[config.mk]
export PLATFORM = sky130hd
export DESIGN_NAME = hack_pc_flat
export DESIGN_NICKNAME = d
export VERILOG_FILES = /design/src/rtl/hack_pc_if.sv /design/src/rtl/hack_pc.sv /design/src/flat_wrapper.sv
export SDC_FILE = /design/constraint.sdc
export NUM_CORES = 1
export LEC_CHECK = 0
export ABC_CLOCK_PERIOD_IN_PS = 2600
export CAP_MARGIN = 40
export CORE_MARGIN = 2
export CORE_UTILIZATION = 40
export CTS_BUF_LIST = sky130_fd_sc_hd__clkbuf_16
export DETAILED_ROUTE_END_ITERATION = 16
export GPL_TIMING_DRIVEN = 0
export PLACE_DENSITY = 0.71
export SYNTH_ARGS = -nofsm -noshare
export SYNTH_HDL_FRONTEND = slang
export SYNTH_SLANG_ARGS = --single-unit
[constraint.sdc]
create_clock -name clk -period 2.6 [get_ports clk]
set_clock_uncertainty 0.05 [all_clocks]
set_input_delay 0.52 -clock clk [delete_from_list [all_inputs] [get_ports clk]]
set_output_delay 0.52 -clock clk [all_outputs]
set_load 0.02 [all_outputs]
[src/rtl/hack_pc_if.sv]
// hack_pc_if: fetch-side bus between the Hack CPU datapath and its program counter.
interface hack_pc_if;
  logic [15:0] a_in;
  logic [15:0] instr;
  logic        zr;
  logic        ng;
  logic        stall;
  logic [15:0] pc;
  logic        jump_taken;
  logic        halted;
  modport master (
    output a_in, instr, zr, ng, stall,
    input  pc, jump_taken, halted
  );
  modport slave (
    input  a_in, instr, zr, ng, stall,
    output pc, jump_taken, halted
  );
endinterface

[src/rtl/hack_pc.sv]
// hack_pc: Hack program counter with jump decode, stall hold and optional self-loop halt.
module hack_pc #(
  parameter bit HALT_EN = 1'b1
) (
  input logic     clk,
  input logic     reset,
  hack_pc_if.slave bus
);
  localparam logic [1:0] RUN  = 2'd0;
  localparam logic [1:0] HOLD = 2'd1;
  localparam logic [1:0] HALT = 2'd2;
  logic [1:0]  state_q, state_d;
  logic [15:0] pc_q, pc_d;
  logic        jt_q, jt_d;
  logic        jmp, self_loop;
  assign jmp = bus.instr[15] & ((bus.instr[2] & bus.ng) | (bus.instr[1] & bus.zr) |
                                (bus.instr[0] & ~bus.ng & ~bus.zr));
  assign self_loop = HALT_EN && (bus.a_in == pc_q);
  // HOLD with stall low behaves exactly like RUN, so both share one path
  always_comb begin
    state_d = state_q;
    pc_d    = pc_q;
    jt_d    = 1'b0;
    if (state_q != HALT) begin
      if (bus.stall) state_d = HOLD;
      else begin
        jt_d    = jmp;
        state_d = (jmp && self_loop) ? HALT : RUN;
        pc_d    = jmp ? bus.a_in : pc_q + 16'd1;
      end
    end
  end
  always_ff @(posedge clk or posedge reset) begin
    if (reset) begin
      state_q <= RUN;
      pc_q    <= 16'h0000;
      jt_q    <= 1'b0;
    end else begin
      state_q <= state_d;
      pc_q    <= pc_d;
      jt_q    <= jt_d;
    end
  end
  assign bus.pc         = pc_q;
  assign bus.jump_taken = jt_q;
  assign bus.halted     = (state_q == HALT);
endmodule

[src/flat_wrapper.sv]
// flat-port wrapper written by rule: the top's interface ports become plain ports
module hack_pc_flat 
#(
  parameter bit HALT_EN = 1'b1
)
  (clk, reset, bus_a_in, bus_instr, bus_zr, bus_ng, bus_stall, bus_pc, bus_jump_taken, bus_halted);
  hack_pc_if bus_i ();
  input logic clk;
  input logic reset;
  input wire logic [$bits(bus_i.a_in)-1:0] bus_a_in;
  input wire logic [$bits(bus_i.instr)-1:0] bus_instr;
  input wire logic [$bits(bus_i.zr)-1:0] bus_zr;
  input wire logic [$bits(bus_i.ng)-1:0] bus_ng;
  input wire logic [$bits(bus_i.stall)-1:0] bus_stall;
  output wire logic [$bits(bus_i.pc)-1:0] bus_pc;
  output wire logic [$bits(bus_i.jump_taken)-1:0] bus_jump_taken;
  output wire logic [$bits(bus_i.halted)-1:0] bus_halted;
  assign bus_i.a_in = bus_a_in;
  assign bus_i.instr = bus_instr;
  assign bus_i.zr = bus_zr;
  assign bus_i.ng = bus_ng;
  assign bus_i.stall = bus_stall;
  assign bus_pc = bus_i.pc;
  assign bus_jump_taken = bus_i.jump_taken;
  assign bus_halted = bus_i.halted;
  hack_pc #(.HALT_EN(HALT_EN)) u_core (.clk(clk), .reset(reset), .bus(bus_i));
endmodule
==> run summary <==
The synthesis and PnR run went through. After detailed routing, the wire length on met1 is 1860 um. STA classifies the critical path startpoint as a flop. After synthesis, the share of flip-flops with an asynchronous set or reset is 1.00. The library cells used most frequently in the layout, excluding fill and tap cells, are 42 x clkdlybuf4s50_1, 19 x dfrtp_1, 16 x xor2_1. Pin count of the biggest net entering global routing landed at 20. For reference, the critical path cell chain is nand2b_1, inv_1, clkdlybuf4s50_1. The capture point of the critical path was reported as bus_halted. The slowest stage of the critical path is the clkdlybuf4s50_1 cell. The setup check on the worst reg-to-reg path leaves a slack of 620 ps.

After detailed routing, the number of vias per cell comes to 5.61. Total count of max-transition violations in the final report landed at 0. Count of non-filler cells in the finished layout landed at 248. Synthesis instantiated 41 different standard cells from the library. The top cell type in the final layout, fill and taps aside, is clkdlybuf4s50_1. Number of cells on the worst hold path landed at 1. Of the synthesized area, sequential elements account for 0.335. Power dissipated in sequential cells landed at 483 uW. Top achievable clock speed landed at 0.458 GHz.

Switching share of power landed at 0.387. The register with the most flip-flops in the layout has 16 of them. STA shows the worst reg2reg path with a cell count of 6. Power in combinational cells landed at 733 uW. Prior to clock tree synthesis, the placed netlist has a worst setup slack of 196 ps. Number of enable-type register cells in the synthesized netlist landed at 0. Note that the worst hold path type here is reg2reg. The tightest hold path in the finished design has a slack of 569 ps. Tally of max-capacitance violations landed at 0. HPWL after detailed placement landed at 2970 um.

Per the OpenROAD power report, leakage power amounts to 0.825 nW. Detailed placement reports a standard cell area of 0.00190 mm2. The run finished with clean final reports. The share of the core area taken by cells at floorplan is 0.422. Site row count landed at 21.

The worst register-to-register path begins at u_core.bus.pc[1]. 55 I/O pins were placed. Looking at the setup timing report, the critical path kind is reg2out.

Recorded from the global router log, the overflow total was 0. Required arrival time at the worst endpoint landed at 2030 ps. The startpoint identified for the worst hold timing path is u_core.bus.pc[7]. Placer's final routability congestion estimate landed at 0.827. Total number of vias landed at 1392. In this run the top signal layer used is met4. In the final layout, the share of cells above drive strength 1 is 0.0792. Final sum of negative setup slack landed at 0 ps. The detail route stage leaves a number of antenna-violating nets equal to 0. The share of synthesized area in the top cell type comes to 0.335. Counting both buffers and inverters, the worst setup path holds a total of 2. Number of DRC violations after detailed routing landed at 0.

The number of antenna violations at the first check in global routing is 0. The longest clock path from root to sink contains 2 buffers. Total cells reported by yosys after synthesis landed at 156. The commonest cells after synthesis are 19 x dfrtp_1, 16 x xor2_1, 13 x nand3_1, 11 x nand2_1.

Worst path arrival time landed at 1620 ps. In the synthesized netlist the dominant register cell turns out to be dfrtp_1. TritonCTS built the clock tree.

Maximum fanout along the worst path landed at 7. Total instance count after detailed placement landed at 244. First-pass GRT wire length landed at 6810 um. The CTS report gives the tree buffer count as 3.

The main area contributors are dfrtp_1 33%, xor2_1 9.9%, mux2i_1 6.3%. Across all checked pins, the minimum headroom to the slew limit is 0.484. Number of gates resized after CTS landed at 0. Mean post-synth cell area landed at 9.10 um2. Instance count of the mapped netlist landed at 156. The worst setup path is captured at an output pin. Synthesized chip area reported by yosys landed at 0.00142 mm2. Post-cts hold buffer count landed at 0. Layout overhead on the synthesized area landed at 39.3%.

Per the CTS log, the root buffer master is clkbuf_16. Per STA, the worst path accumulates the most delay in the family buffers and inverters. Total detailed-routing wirelength landed at 4030 um.

The chip occupies 0.00404 mm2. Number of DRC markers in iteration 0 landed at 61. The worst register-to-register path ends at u_core.bus.pc[14]. Post-CTS setup-driven buffer insertion count landed at 0.

Post-route clock period utilization landed at 0.841. Slack of the critical path landed at 414 ps. Counting I/O delays and the setup requirement, the final critical path takes 2190 ps. In the detailed route, the total length drawn on met3 is 190 um. Per the CTS log, the maximum H-tree level is 1. In the log, the iteration count for the first detailed-route pass is 4. In the final design database the tool counted 241 nets. Power spread over the standard cell area amounts to 779 mW/mm2. Endpoints failing hold in the final report were tallied at 0. The design draws 1.54 mW. Setup repair after global routing left no endpoint under its margin. Per STA, the startpoint of the critical path is u_core.state_q[0]. Per report_power, the top consumer among the power groups is combinational logic. Internal power of the cells landed at 945 uW. The number of warnings reported in the stage logs is 38.

During placement, the flow inserted port buffers numbering 42. Synthesized cell area landed at 0.00142 mm2. dfrtp_1 takes more of the synthesized area than any other cell. The script extracted a net switching power of 596 uW. The worst hold path terminates at u_core.bus.pc[7]. The layer flagged by global routing as most heavily used is met2.

The final antenna diode tally reported by the flow is 0. The end-of-flow timing check tallies setup violations at 0. Clock-pin slew on the worst setup and hold paths landed at 60 ps. Proportion of power drawn by combinational gates landed at 0.476.

Number of clock sinks seen by CTS landed at 19. Mean routed wirelength per cell landed at 16.2 um. Per STA, the highest per-stage delay on the worst path measures 620 ps. Per the OpenROAD timing report, the critical path contains 3 cells.

Per the synth log, the flip-flop and latch total comes to 19. The via count of the first global-routing pass came to 1391. During synthesis, Yosys emitted a total of 0 warnings. In the detailed route, the total length drawn on met2 is 1920 um. Sorting the synthesis cell report by count puts at the top dfrtp_1. Relative contribution of sequential cells to total power landed at 0.314. Net count of the mapped netlist landed at 194.
## cells by family (layout without fill, tap and decap cells)
| family | count (synthesis) | count (layout) | share of synthesized area |
|---|---|---|---|
| flops | 19 | 19 | 0.335 |
| buf+inv | 20 | 66 | 0.0802 |
| simple gates | 55 | 55 | 0.227 |
| xor+xnor | 16 | 16 | 0.0987 |
| fa+ha+maj | 1 | 1 | 0.00881 |
| compound gates | 36 | 36 | 0.187 |
| mux | 9 | 9 | 0.0634 |
## final cells by class
type                       instances  area (um2)
buffer                            10        76.3
clock buffer                       3        75.1
clock inverter                     1        5.00
fill                             322        1390
inverter                          10        37.5
multi-input combinational        117         831
sequential                        19         475
tap                               46        57.6
timing repair buffer              42         420
**Power grid**

(8 px per um) Pins as bars on the die edge.
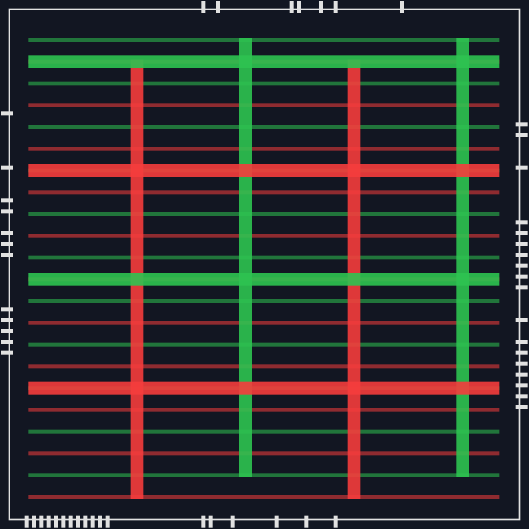
Key: VDD = green; VSS = red
55 signal pins sit on the boundary. The core has 21 rows.
maximum vdd drop: 0.540 mV
width of the die: 63.6 um
placeable core region: 0.00336 mm2

**Metal layers overlaid**

(10 px per um) Only two layers are drawn.
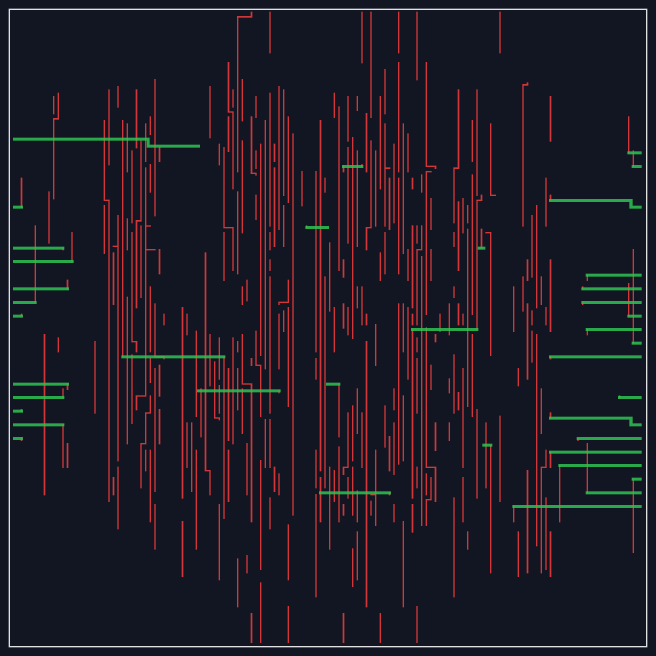
Key: M2 = red [wire length 1920 um]; M3 = green [wire length 190 um]

**Congestion heat map**

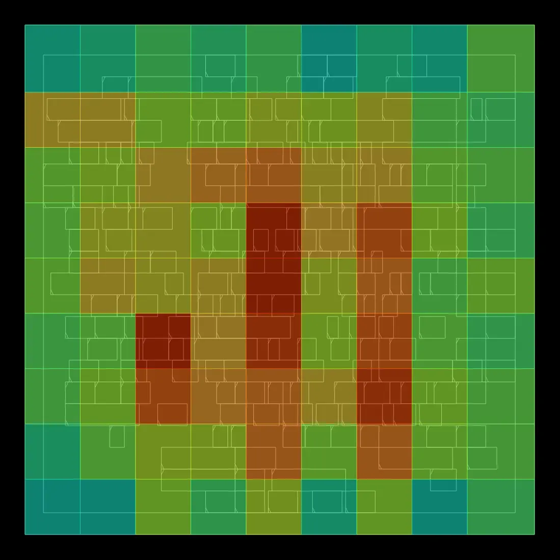
met3 Usage GRT: 0.0321
grt met1 use: 0.281
post-layout utilization of the core: 0.588
GRT Util Overall: 0.215
routing usage on met2: 0.361

**Placement density heat map**

(4 px per um) The die is cut into 6 by 6 equal tiles; white is low, dark blue is high, 0 to 100% covered.
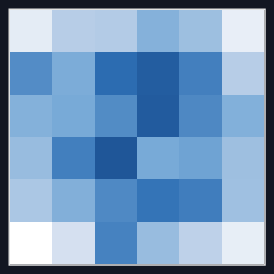
The emptiest ninth of the die: bottom left. 11% of the tiles are over 75% full. The densest ninth of the die: middle. 2.8% of the tiles are nearly empty. The mean over all tiles is 48%. The fullest tile reaches 85%.

**Clock distribution**

(10 px per um)
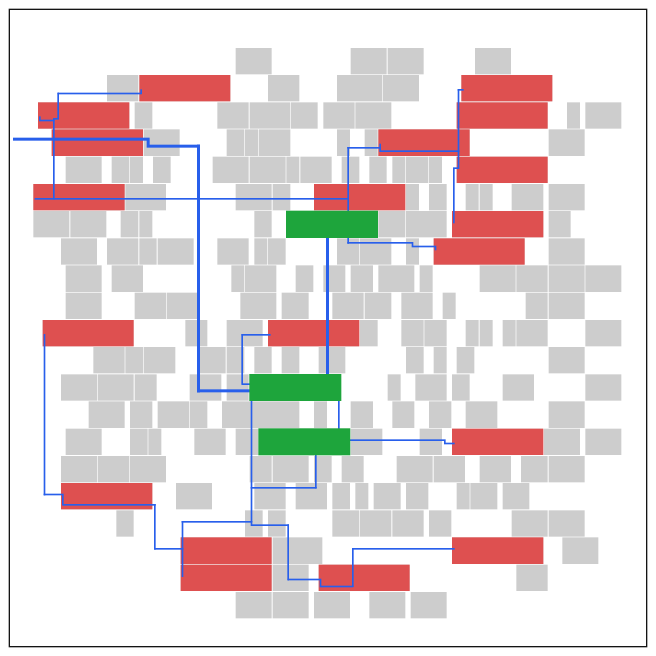
Key: flip-flops = red [count 19]; clock wires = blue [length 310 um]; clock-net drivers = green [count 3]
There are 4 routed clock nets. Position of the flops: widely spread.
relative contribution of the clock network to total power: 0.211
power attributed to the clock group: 325 uW
worst skew pair latency: 250 ps

Power and IR drop assume default switching activity.
